==> images/met3.png <==
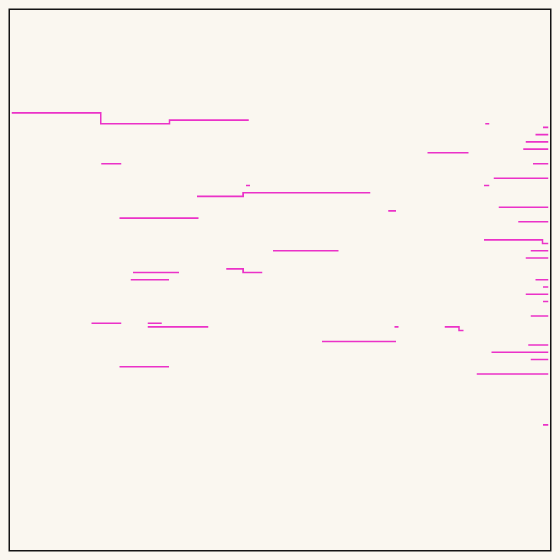
==> images/final_clocks.png <==
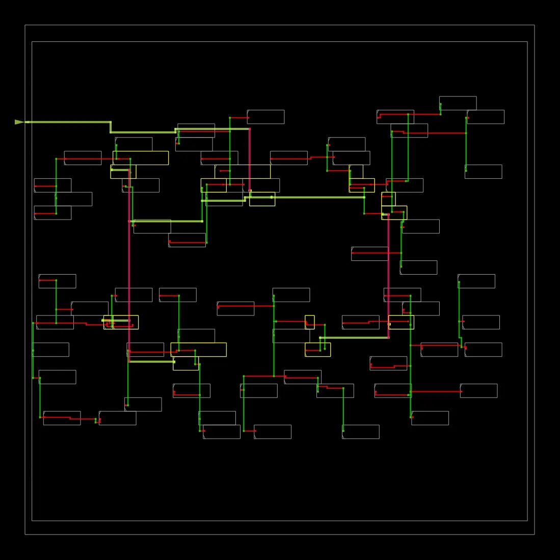
$ cat src/rtl/display_scan_pkg.sv
// Shared state encoding, guard length and PWM helper for the HUB75 scan controller.
package display_scan_pkg;

   typedef enum logic [2:0] {
      IDLE,
      SHIFT,
      DRAIN,
      LATCH,
      GUARD,
      ON,
      ADVANCE
   } scan_state_t;

   localparam int unsigned GUARD_CYCLES = 4;

   // Largest compare value for a PWM counter of the given width.
   function automatic int unsigned max_cycle(input int unsigned width);
      return (32'd1 << width) - 32'd1;
   endfunction

endpackage

$ cat src/rtl/display_scan_delay.sv
// Shift-register delay line with synchronous clear; re-times the shift strobe to the pixel pipeline.
module display_scan_delay #(
   parameter int unsigned stages = 2
) (
   input  logic clk,
   input  logic rst,
   input  logic din,
   output logic dout
);

   logic [stages-1:0] taps;

   always_ff @(posedge clk) begin
      if (rst) begin
         taps <= '0;
      end else begin
         taps[0] <= din;
         for (int unsigned i = 1; i < stages; i++) begin
            taps[i] <= taps[i-1];
         end
      end
   end

   assign dout = taps[stages-1];

endmodule

$ cat src/rtl/display_scan_controller.sv
// HUB75 row/subframe scan sequencer with framebuffer + encoder latency compensation.
// Optional DISPLAY_SCAN_ROW_GUARD_EN adds a blanked GUARD state and a separate panel row register.
module display_scan_controller
   import display_scan_pkg::*;
#(
   parameter int unsigned columns    = 64,
   parameter int unsigned rowbits    = 4,
   parameter int unsigned cyclewidth = 8,
   parameter int unsigned latency    = 2,
   parameter int unsigned on_cycles  = 16
) (
   input  logic                        clk,
   input  logic                        rst,
   input  logic                        enable,
   output logic [$clog2(columns)-1:0]  col_addr,
   output logic [rowbits-1:0]          row_addr,
   output logic [cyclewidth-1:0]       cycle,
   output logic                        dclk,
   output logic                        lat,
   output logic                        oe_n,
   output logic                        busy,
   output logic                        frame_done
);

   localparam int unsigned COL_W = $clog2(columns);
   localparam logic [cyclewidth-1:0] CYCLE_MAX   = cyclewidth'(max_cycle(cyclewidth));
   localparam logic [cyclewidth-1:0] CYCLE_FIRST = cyclewidth'(1);
   localparam logic [31:0] SHIFT_LAST = 32'(2 * columns - 1);
   localparam logic [31:0] DRAIN_LAST = 32'(latency - 1);
   localparam logic [31:0] GUARD_LAST = 32'(GUARD_CYCLES - 1);
   localparam logic [31:0] ON_LAST    = 32'(on_cycles - 1);

   scan_state_t          state, state_n;
   logic [31:0]          cnt, cnt_n;
   logic [rowbits-1:0]   fetch_row, row_n;
   logic [cyclewidth-1:0] cycle_n;
   logic                 done_n;
   logic                 sclk_raw;

   always_comb begin
      state_n = state;
      cnt_n   = cnt + 32'd1;
      row_n   = fetch_row;
      cycle_n = cycle;
      done_n  = 1'b0;
      unique case (state)
         IDLE: begin
            cnt_n = '0;
            if (enable) state_n = SHIFT;
         end
         SHIFT: begin
            if (cnt == SHIFT_LAST) begin
               state_n = DRAIN;
               cnt_n   = '0;
            end
         end
         DRAIN: begin
            if (cnt == DRAIN_LAST) begin
               state_n = LATCH;
               cnt_n   = '0;
            end
         end
         LATCH: begin
            cnt_n = '0;
`ifdef DISPLAY_SCAN_ROW_GUARD_EN
            state_n = GUARD;
`else
            state_n = ON;
`endif
         end
         GUARD: begin
            if (cnt == GUARD_LAST) begin
               state_n = ON;
               cnt_n   = '0;
            end
         end
         ON: begin
            if (cnt == ON_LAST) begin
               state_n = ADVANCE;
               cnt_n   = '0;
            end
         end
         ADVANCE: begin
            cnt_n = '0;
            if (cycle == CYCLE_MAX) begin
               cycle_n = CYCLE_FIRST;
               row_n   = fetch_row + rowbits'(1);
               done_n  = (fetch_row == '1);
            end else begin
               cycle_n = cycle + CYCLE_FIRST;
            end
            if (enable) begin
               state_n = SHIFT;
            end else begin
               state_n = IDLE;
               row_n   = '0;
               cycle_n = CYCLE_FIRST;
            end
         end
         default: state_n = IDLE;
      endcase
   end

   // Panel-facing outputs are registered from next-state values so they align with the state register.
   always_ff @(posedge clk) begin
      if (rst) begin
         state      <= IDLE;
         cnt        <= '0;
         fetch_row  <= '0;
         cycle      <= CYCLE_FIRST;
         frame_done <= 1'b0;
         col_addr   <= '0;
         sclk_raw   <= 1'b0;
         lat        <= 1'b0;
         oe_n       <= 1'b1;
         busy       <= 1'b0;
      end else begin
         state      <= state_n;
         cnt        <= cnt_n;
         fetch_row  <= row_n;
         cycle      <= cycle_n;
         frame_done <= done_n;
         if (state_n == SHIFT) col_addr <= COL_W'(cnt_n >> 1);
         sclk_raw   <= (state_n == SHIFT) && cnt_n[0];
         lat        <= (state_n == LATCH);
         oe_n       <= (state_n != ON);
         busy       <= (state_n != IDLE);
      end
   end

   display_scan_delay #(
      .stages(latency)
   ) u_dclk_delay (
      .clk (clk),
      .rst (rst),
      .din (sclk_raw),
      .dout(dclk)
   );

`ifdef DISPLAY_SCAN_ROW_GUARD_EN
   logic [rowbits-1:0] panel_row;

   always_ff @(posedge clk) begin
      if (rst) begin
         panel_row <= '0;
      end else if (state == LATCH && state_n == GUARD) begin
         panel_row <= fetch_row;
      end else if (state_n == IDLE) begin
         panel_row <= '0;
      end
   end

   assign row_addr = panel_row;
`else
   assign row_addr = fetch_row;
`endif

endmodule
$ cat config.mk
export PLATFORM = sky130hd
export DESIGN_NAME = display_scan_controller
export DESIGN_NICKNAME = d
export VERILOG_FILES = /design/src/rtl/display_scan_pkg.sv /design/src/rtl/display_scan_delay.sv /design/src/rtl/display_scan_controller.sv
export SDC_FILE = /design/constraint.sdc
export NUM_CORES = 1
export LEC_CHECK = 0
export CORE_UTILIZATION = 30
export DETAILED_ROUTE_END_ITERATION = 10
export SYNTH_ARGS = -nofsm -noshare
export SYNTH_HDL_FRONTEND = slang
export SYNTH_SLANG_ARGS = --single-unit
export TNS_END_PERCENT = 30
$ cat constraint.sdc
create_clock -name clk -period 3.5 [get_ports clk]
set_input_delay 0.7 -clock clk [delete_from_list [all_inputs] [get_ports clk]]
set_output_delay 0.7 -clock clk [all_outputs]
set_load 0.01 [all_outputs]
==> results_slide.txt <==
Flow Results at a Glance

CTS
  • # clock sinks: 60
  • PostCTS Resize Cnt: 0
  • # H-tree levels: 3
  • Clock buffer depth: 2
  • CTS tree: done
  • Clock-pin slew on the worst setup and hold paths: 0.07 ns
  • Cts hold-fix bufs: 0
  • Root Buffer: clkbuf_8

GRT
  • Met3 usage: 0.0386
  • First-pass GRT wire length: 10800 um
  • GRT Max-Usage Layer: met2
  • Vias in the first global route: 2332
  • M1 GR Usage: 0.162
  • GRT Resource Usage Total: 0.134
  • M2 GR Usage: 0.229
  • Pin count of the biggest net entering global routing: 34
  • Grt ovf: 0
  • Initial antenna violation count: 0

Run status
  • Status: complete, no violations

Final timing
  • Tmin final: 2.62 ns
  • Fmax: 0.381 GHz
  • Setup WS post-layout: 0.877 ns
  • Final setup viols: 0
  • Slew Viols, Final: 0
  • Worst slew margin: 0.617
  • Worst Tran Pin Value: 0.571 ns
  • RSZ-0062 raised after global routing: no
  • Final Hold Fails: 0
  • Sum of negative setup slack: 0 ns
  • WHS: 0.442 ns
  • Period utilization: 0.749

Die
  • Die height: 101 um
  • Ports: 26
  • Die Width: 101 um
  • # rows: 35
  • Taps Inserted: 129
  • Init Core Util: 0.315
  • Chip area: 0.0102 mm^2

Setup path
  • R2R depth: 6
  • Flop-to-flop setup slack: 1.01 ns
  • Most frequent CP cell: a21oi_1
  • Buffers and inverters on the worst path: 1
  • Crit. Startpoint: enable
  • Critical-path cell list: clkdlybuf4s50_1, or3b_2, a21oi_1, a21oi_1, and3_1, a2111oi_4
  • CP endpoint: lat
  • Worst path max stage delay: 0.67 ns
  • Crit. End Element: flop
  • Crit path max-delay cell type: clkdlybuf4s50_1
  • Critical Path AT: 2.86 ns
  • Reg-to-reg endpoint: col_addr[2]
  • CP delay by family, top: simple AND/OR/NAND/NOR gates
  • WP data required: 3.74 ns
  • Critical R2R Launch: cnt[0]
  • Crit path kind: in2reg

Placement
  • Post-DP Area: 0.00329 mm^2
  • Worst slack at placement: 0.542 ns
  • Inst Count DP: 487
  • Global placement routability congestion: 0.812
  • # port buffers: 25

Synth
  • Flip-flops with a built-in enable: 0
  • #FFs+latches synth: 60
  • Area fraction in compound gates: 0.0961
  • MUX share of area: 0
  • Yosys synthesis chip area: 0.00295 mm^2
  • Post-synthesis adder-cell area fraction: 0.0169
  • Mapped Cells: 347
  • Post-Syn Area per Cell: 8.51 um^2
  • Seq share, synth: 0.407
  • Mapped cell area: 0.00295 mm^2
  • Synth warnings: 0
  • Yosys cell count: 347
  • Synth cell types: 46
  • Xor+xnor area frac: 0.107
  • Async S/R FF share, synth: 0
  • Syn_nets: 354

Detailed routing
  • Vias per cell: 5.04
  • DRC viols: 0
  • Antenna-violating nets left: 0
  • Initial DRC Count: 69
  • WL/cell: 12.8 um

Worst hold path
  • Hold Crit Start: u_dclk_delay.taps[0]
  • HP Class: reg2reg
  • Hold path depth: 1
  • Endpoint, Worst Hold: u_dclk_delay.taps[1]

Layout
  • Most flop-heavy register: cnt
  • Fraction of area in multi-input gates: 0.464
  • Most frequent cells in the layout: 60 x dfxtp_1, 51 x nor2_1, 26 x nand2_1
  • Layout cells sized above 1: 0.0749
  • Biggest regs: cnt: 32 flops, cycle: 8 flops, col_addr: 6 flops
  • Area Growth Syn to Fin: 19.6%
  • Final non-filler cell total: 503
  • Non-clk buf share: 0.0751
  • Fin util: 0.377
  • Logic inverters: 7
  • Most frequent logic cell in the layout: dfxtp_1
  • Largest class: combinational gates
  • ClkCell Share: 0.0677
  • FF/Latch Area: 0.00120 mm^2
  • Non-CTS buffers: 27
  • #MultiIn Comb: 264
  • Finished Cell Area: 0.00353 mm^2
  • # fillers: 1006
  • Max reg flops: 32

Power
  • Seq. pwr: 0.691 mW
  • Leakage: 1.11 nW
  • Seq pwr share: 0.464
  • Pwr per Cell Area: 421 mW/mm^2
  • VDD IR max: 264 uV
  • Combinational group power: 0.0481 mW
  • Sw Share: 0.212
  • Pwr Total: 1.49 mW
  • Combinational power share: 0.032
  • Largest power group: clock
  • Clock power frac: 0.504
  • Internal power: 1.17 mW

Run
  • Tool warning count: 27
  • Max cap viols: 0
About met3.png:
main direction: horizontal
longest straight run: 23.7 um
routed wire length: 6430 um
Via Count: 2533

About final_clocks.png:
clock network power: 0.749 mW
sequential cells: 60
Setup Skew: 0.0104 ns
cts bufs inserted: 9
clkbuf count: 9

cells in the mapped netlist (2+ instances only):
cell      instances  area (um^2)
a21o_1            4         30.0
a21oi_1          12         60.1
a31o_2            2         17.5
a31oi_1           2         12.5
and3_1           10         62.6
and4_1            8         70.1
buf_2             4         20.0
buf_4             4         30.0
clkbuf_1          7         26.3
dfxtp_1          60         1200
ha_1              4         50.1
inv_1             7         26.3
nand2_1          26         97.6
nand2b_1          3         18.8
nand3_1          19         95.1
nand4_1          17          106
nor2_1           51          191
nor2b_1           8         50.1
nor3_1           15         75.1
nor4_1           13         81.3
o311ai_1          6         52.6
or3_1             7         43.8
xnor2_1          20          175
xor2_1           16          140
metal layers:
metal,share of wire,vias to the layer above
met5,0,-
met4,0.013,0
met3,0.044,11
met2,0.46,52
met1,0.48,1185
li1,-,1285
Power figures rest on the tool's default switching activity, not on a simulated workload.
